File: src/rtl/noise_gate_ahr.sv
// Per-sample noise gate: hysteresis thresholds with an attack/open/hold/release gain envelope.
// Build option: define GATE_SOFT_RAMP_EN for gain ramps; undefined gives a hard 0/unity gate.
module noise_gate_ahr #(
    parameter int DATA_W   = 16,
    parameter int GAIN_W   = 8,
    parameter int HOLD_W   = 16,
    parameter int ATK_STEP = 64,
    parameter int REL_STEP = 16
) (
    input  logic                     i_clk,
    input  logic                     i_rst,
    input  logic                     i_valid,
    input  logic                     i_enable,
    input  logic [2:0]               i_level,
    input  logic [HOLD_W-1:0]        i_hold_len,
    input  logic signed [DATA_W-1:0] i_data,
    output logic signed [DATA_W-1:0] o_data,
    output logic                     o_valid,
    output logic [2:0]               o_state,
    output logic                     o_gate_open
);

    typedef enum logic [2:0] {
        ST_CLOSED  = 3'd0,
        ST_ATTACK  = 3'd1,
        ST_OPEN    = 3'd2,
        ST_HOLD    = 3'd3,
        ST_RELEASE = 3'd4
    } gate_state_e;

    localparam int THR_SHL = (DATA_W > 16) ? (DATA_W - 16) : 0;
    localparam int THR_SHR = (DATA_W < 16) ? (16 - DATA_W) : 0;

    localparam logic [GAIN_W:0]              GAIN_UNITY    = {1'b1, {GAIN_W{1'b0}}};
    localparam logic [GAIN_W:0]              GAIN_ZERO     = {(GAIN_W+1){1'b0}};
    localparam logic [HOLD_W-1:0]            CNT_ZERO      = {HOLD_W{1'b0}};
    localparam logic [HOLD_W-1:0]            CNT_ONE       = {{(HOLD_W-1){1'b0}}, 1'b1};
    localparam logic signed [DATA_W-1:0]     DATA_MOST_NEG = {1'b1, {(DATA_W-1){1'b0}}};
    localparam logic [DATA_W-1:0]            DATA_MAX_POS  = {1'b0, {(DATA_W-1){1'b1}}};

    // Open thresholds are tabulated for 16-bit samples and rescaled to DATA_W.
    function automatic logic [DATA_W-1:0] open_threshold(input logic [2:0] level);
        logic [15:0]        base;
        logic [DATA_W+15:0] wide;
        case (level)
            3'd0:    base = 16'd100;
            3'd1:    base = 16'd300;
            3'd2:    base = 16'd600;
            3'd3:    base = 16'd1200;
            3'd4:    base = 16'd2400;
            3'd5:    base = 16'd4000;
            3'd6:    base = 16'd8000;
            default: base = 16'd15000;
        endcase
        wide = {{DATA_W{1'b0}}, base};
        wide = (wide << THR_SHL) >> THR_SHR;
        return wide[DATA_W-1:0];
    endfunction

    gate_state_e                      state_r, state_nxt_s;
    logic [GAIN_W:0]                  gain_r, gain_nxt_s;
    logic [HOLD_W-1:0]                cnt_r, cnt_nxt_s;
    logic signed [DATA_W-1:0]         data_r;
    logic                             valid_r;
    logic                             gate_open_r;

    logic [DATA_W-1:0]                mag_s;
    logic [DATA_W-1:0]                open_thr_s;
    logic [DATA_W-1:0]                close_thr_s;
    logic                             loud_s;
    logic                             quiet_s;
    logic signed [DATA_W+GAIN_W+1:0]  data_ext_s;
    logic signed [DATA_W+GAIN_W+1:0]  gain_ext_s;
    logic signed [DATA_W+GAIN_W+1:0]  prod_s;
    logic signed [DATA_W-1:0]         scaled_s;

    // Sample magnitude, threshold comparison and gain-scaled sample.
    always_comb begin
        if (i_data == DATA_MOST_NEG) begin
            mag_s = DATA_MAX_POS;
        end else if (i_data[DATA_W-1]) begin
            mag_s = $unsigned(-i_data);
        end else begin
            mag_s = $unsigned(i_data);
        end
        open_thr_s  = open_threshold(i_level);
        close_thr_s = open_thr_s >> 1;
        loud_s      = (mag_s >= open_thr_s);
        quiet_s     = (mag_s < close_thr_s);
        data_ext_s  = {{(GAIN_W+2){i_data[DATA_W-1]}}, i_data};
        gain_ext_s  = {{(DATA_W+1){1'b0}}, gain_r};
        prod_s      = data_ext_s * gain_ext_s;
        scaled_s    = DATA_W'(prod_s >>> GAIN_W);
    end

`ifdef GATE_SOFT_RAMP_EN
    localparam logic [GAIN_W+1:0] ATK_INC = (GAIN_W+2)'(ATK_STEP);
    localparam logic [GAIN_W:0]   REL_DEC = (GAIN_W+1)'(REL_STEP);

    logic [GAIN_W+1:0] gain_sum_s;
    logic [GAIN_W:0]   gain_up_s;
    logic [GAIN_W:0]   gain_dn_s;

    // Saturating attack step and floored release step of the current gain.
    always_comb begin
        gain_sum_s = {1'b0, gain_r} + ATK_INC;
        if (gain_sum_s >= {1'b0, GAIN_UNITY}) begin
            gain_up_s = GAIN_UNITY;
        end else begin
            gain_up_s = gain_sum_s[GAIN_W:0];
        end
        if (gain_r > REL_DEC) begin
            gain_dn_s = gain_r - REL_DEC;
        end else begin
            gain_dn_s = GAIN_ZERO;
        end
    end
`endif

    // Envelope next-state; only committed on strobe cycles.
    always_comb begin
        state_nxt_s = state_r;
        gain_nxt_s  = gain_r;
        cnt_nxt_s   = cnt_r;
        if (!i_enable) begin
            state_nxt_s = ST_CLOSED;
            gain_nxt_s  = GAIN_ZERO;
            cnt_nxt_s   = CNT_ZERO;
        end else begin
            case (state_r)
                ST_CLOSED: begin
                    gain_nxt_s = GAIN_ZERO;
                    if (loud_s) begin
`ifdef GATE_SOFT_RAMP_EN
                        // The first attack step is applied on the opening sample itself.
                        gain_nxt_s = gain_up_s;
                        if (gain_up_s == GAIN_UNITY) begin
                            state_nxt_s = ST_OPEN;
                        end else begin
                            state_nxt_s = ST_ATTACK;
                        end
`else
                        gain_nxt_s  = GAIN_UNITY;
                        state_nxt_s = ST_OPEN;
`endif
                    end else begin
                        state_nxt_s = ST_CLOSED;
                    end
                end
`ifdef GATE_SOFT_RAMP_EN
                ST_ATTACK: begin
                    gain_nxt_s = gain_up_s;
                    if (gain_up_s == GAIN_UNITY) begin
                        state_nxt_s = ST_OPEN;
                    end else begin
                        state_nxt_s = ST_ATTACK;
                    end
                end
`endif
                ST_OPEN: begin
                    gain_nxt_s = GAIN_UNITY;
                    if (quiet_s) begin
                        if (i_hold_len == CNT_ZERO) begin
`ifdef GATE_SOFT_RAMP_EN
                            state_nxt_s = ST_RELEASE;
`else
                            state_nxt_s = ST_CLOSED;
                            gain_nxt_s  = GAIN_ZERO;
`endif
                        end else begin
                            cnt_nxt_s   = i_hold_len;
                            state_nxt_s = ST_HOLD;
                        end
                    end else begin
                        state_nxt_s = ST_OPEN;
                    end
                end
                ST_HOLD: begin
                    gain_nxt_s = GAIN_UNITY;
                    if (loud_s) begin
                        state_nxt_s = ST_OPEN;
                    end else if (cnt_r == CNT_ONE) begin
`ifdef GATE_SOFT_RAMP_EN
                        state_nxt_s = ST_RELEASE;
`else
                        state_nxt_s = ST_CLOSED;
                        gain_nxt_s  = GAIN_ZERO;
`endif
                    end else begin
                        cnt_nxt_s = cnt_r - CNT_ONE;
                    end
                end
`ifdef GATE_SOFT_RAMP_EN
                ST_RELEASE: begin
                    // A retrigger keeps the current gain and resumes the attack from it.
                    if (loud_s) begin
                        state_nxt_s = ST_ATTACK;
                    end else begin
                        gain_nxt_s = gain_dn_s;
                        if (gain_dn_s == GAIN_ZERO) begin
                            state_nxt_s = ST_CLOSED;
                        end else begin
                            state_nxt_s = ST_RELEASE;
                        end
                    end
                end
`endif
                default: begin
                    state_nxt_s = ST_CLOSED;
                    gain_nxt_s  = GAIN_ZERO;
                    cnt_nxt_s   = CNT_ZERO;
                end
            endcase
        end
    end

    // Registered FSM, gain, hold counter and output sample.
    always_ff @(posedge i_clk) begin
        if (i_rst) begin
            state_r     <= ST_CLOSED;
            gain_r      <= GAIN_ZERO;
            cnt_r       <= CNT_ZERO;
            data_r      <= {DATA_W{1'b0}};
            valid_r     <= 1'b0;
            gate_open_r <= 1'b0;
        end else if (i_valid) begin
            state_r     <= state_nxt_s;
            gain_r      <= gain_nxt_s;
            cnt_r       <= cnt_nxt_s;
            valid_r     <= 1'b1;
            gate_open_r <= (state_nxt_s == ST_ATTACK) || (state_nxt_s == ST_OPEN) ||
                           (state_nxt_s == ST_HOLD);
            if (i_enable) begin
                data_r <= scaled_s;
            end else begin
                data_r <= i_data;
            end
        end else begin
            valid_r <= 1'b0;
        end
    end

    assign o_data      = data_r;
    assign o_valid     = valid_r;
    assign o_state     = state_r;
    assign o_gate_open = gate_open_r;

endmodule

File: config.mk
export PLATFORM = sky130hd
export DESIGN_NAME = noise_gate_ahr
export DESIGN_NICKNAME = d
export VERILOG_FILES = /design/src/rtl/noise_gate_ahr.sv
export SDC_FILE = /design/constraint.sdc
export NUM_CORES = 1
export LEC_CHECK = 0
export CAP_MARGIN = 0
export CORE_MARGIN = 4
export CORE_UTILIZATION = 47
export CTS_CLUSTER_SIZE = 8
export DETAILED_ROUTE_END_ITERATION = 8
export PLACE_DENSITY_LB_ADDON = 0.12
export SLEW_MARGIN = 0
export SYNTH_ARGS = -nofsm -noshare
export SYNTH_HDL_FRONTEND = slang
export SYNTH_SLANG_ARGS = --single-unit
File: constraint.sdc
create_clock -name i_clk -period 3.45 [get_ports i_clk]
set_clock_uncertainty 0.1 [all_clocks]
set_input_delay 0.69 -clock i_clk [delete_from_list [all_inputs] [get_ports i_clk]]
set_output_delay 0.69 -clock i_clk [all_outputs]
set_load 0.05 [all_outputs]
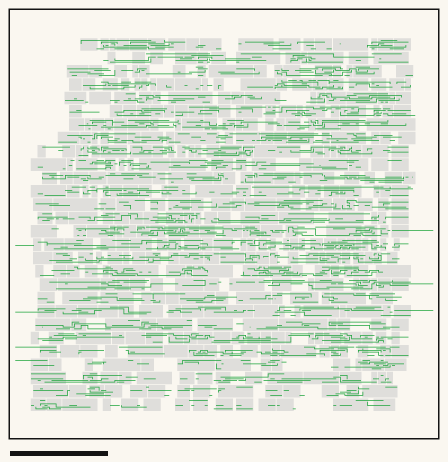
(images/m1.png)
The bar under the picture is 20 µm long. Cells faint in the background.
The layer carries 4060 µm of wire. The layer holds 36% of the routed length. The longest straight run is 26.7 µm.

==> flow_summary.toml <==
# physical design summary
[synthesis]
top_area_cell = "dfxtp_1"
yosysWarnings = 0
floorplan.nets = 434
ys_async_sr_fraction = 0
ys_seq_elements = 38
yosys_area_um2 = 2960
area_leaders = "dfxtp_1, ha_1, a22o_1, a21oi_1, nor2_1"

[cells_and_area]
clockBufferCount = 6
buf_share = 0.251
largest_cell_class = "logic gates"
synthToLayoutAreaGrowth_pct = 65.8
drive_gt1_frac = 0.362
diodes = 0
comb_area_um2 = 2650
seq_cells = 38
layout_top_cells = "buf_4, clkdlybuf4s50_1, dfxtp_1"
seq-cell-share = 0.155
inverters = 13

[cts]
path_clk_slew_ns = 0.09
htree_levels = 2
cts_resized = 85
cts_buffer_depth = 2
postCtsHoldBufs = 0
cts_setup_buffers = 9

[sta]
finalHoldViolations = 0
holdWs_ns = 0.363
finalCriticalPeriod_ns = 3.83
setup-violations-final = 20
layout_setup_ws_ns = -0.379
slew_headroom = 0.477
drv_slew = 0
worst_pin_slew_ns = 0.777

[routing]
wl_met1_um = 4060
met3_length_um = 712
routed_wl_um = 11200
dr.first_iter.drc_count = 206
routed-via-count = 3623
topRoutingLayerUsed = "met4"

[global_route]
grt_max_degree = 21
grt_busiest_layer = "met2"
grt_pass1_vias = 3675
antenna_found_initial = 0
gr-total-overflow = 0
use_met2 = 0.529

[flow_run]
maxCapViolCount = 0

[power]
p_clk_frac = 0.240
combinationalPower_mw = 0.601
p_switching_mw = 0.511
p_leak_nw = 1.98
vdd_drop_max_mv = 0.274

[die]
ioPinCount = 60
dieArea_um2 = 7620
dieWidth_um = 87.3
die_h_um = 87.3
coreArea_um2 = 6030

[status]
status = "finished with violations"
violations = "negative setup slack"

[critical_path]
worstReg2RegEnd = "cnt_r[9]"
crit_cells = 17
crit-reg2reg-launch = "o_state[0]"
ff2ff_setup_slack_ns = 0.65
worstSetupPathType = "input port to register"
cp_max_fo = 6

[min_path]
min_path_cells = 1
hold_path_end = "gain_r[8]"
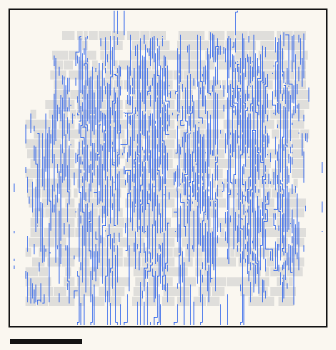
(images/m2.png)
The bar under the picture is 20 µm long. Cells faint in the background.
The layer holds 51% of the routed length. The wires run mostly vertical. 512 nets have wire on it. The longest straight run is 29.9 µm.

## cells by family (layout without fill, tap and decap cells)
family          after synthesis  after routing  synth area share
simple gates                140            140             0.252
compound gates              112            113             0.273
flops                        38             38             0.257
buf+inv                      31            161            0.0402
fa+ha+maj                    26             26             0.110
xor+xnor                     18             18            0.0533
mux                           4              4            0.0140
## flip-flops by register name, summed over array words and instances, names as in the netlist
name / cells
cnt_r: 16
gain_r: 1
o_data: 16
o_gate_open: 1
o_state: 3
o_valid: 1
## per-stage QoR
| step | instance area [µm²] | instances |
|---|---|---|
| after floorplan | 3110 | 369 |
| after global placement | 4250 | 555 |
| after detailed placement | 4250 | 555 |
| after CTS | 4680 | 573 |
| after global routing | 4900 | 575 |
| final | 4900 | 575 |
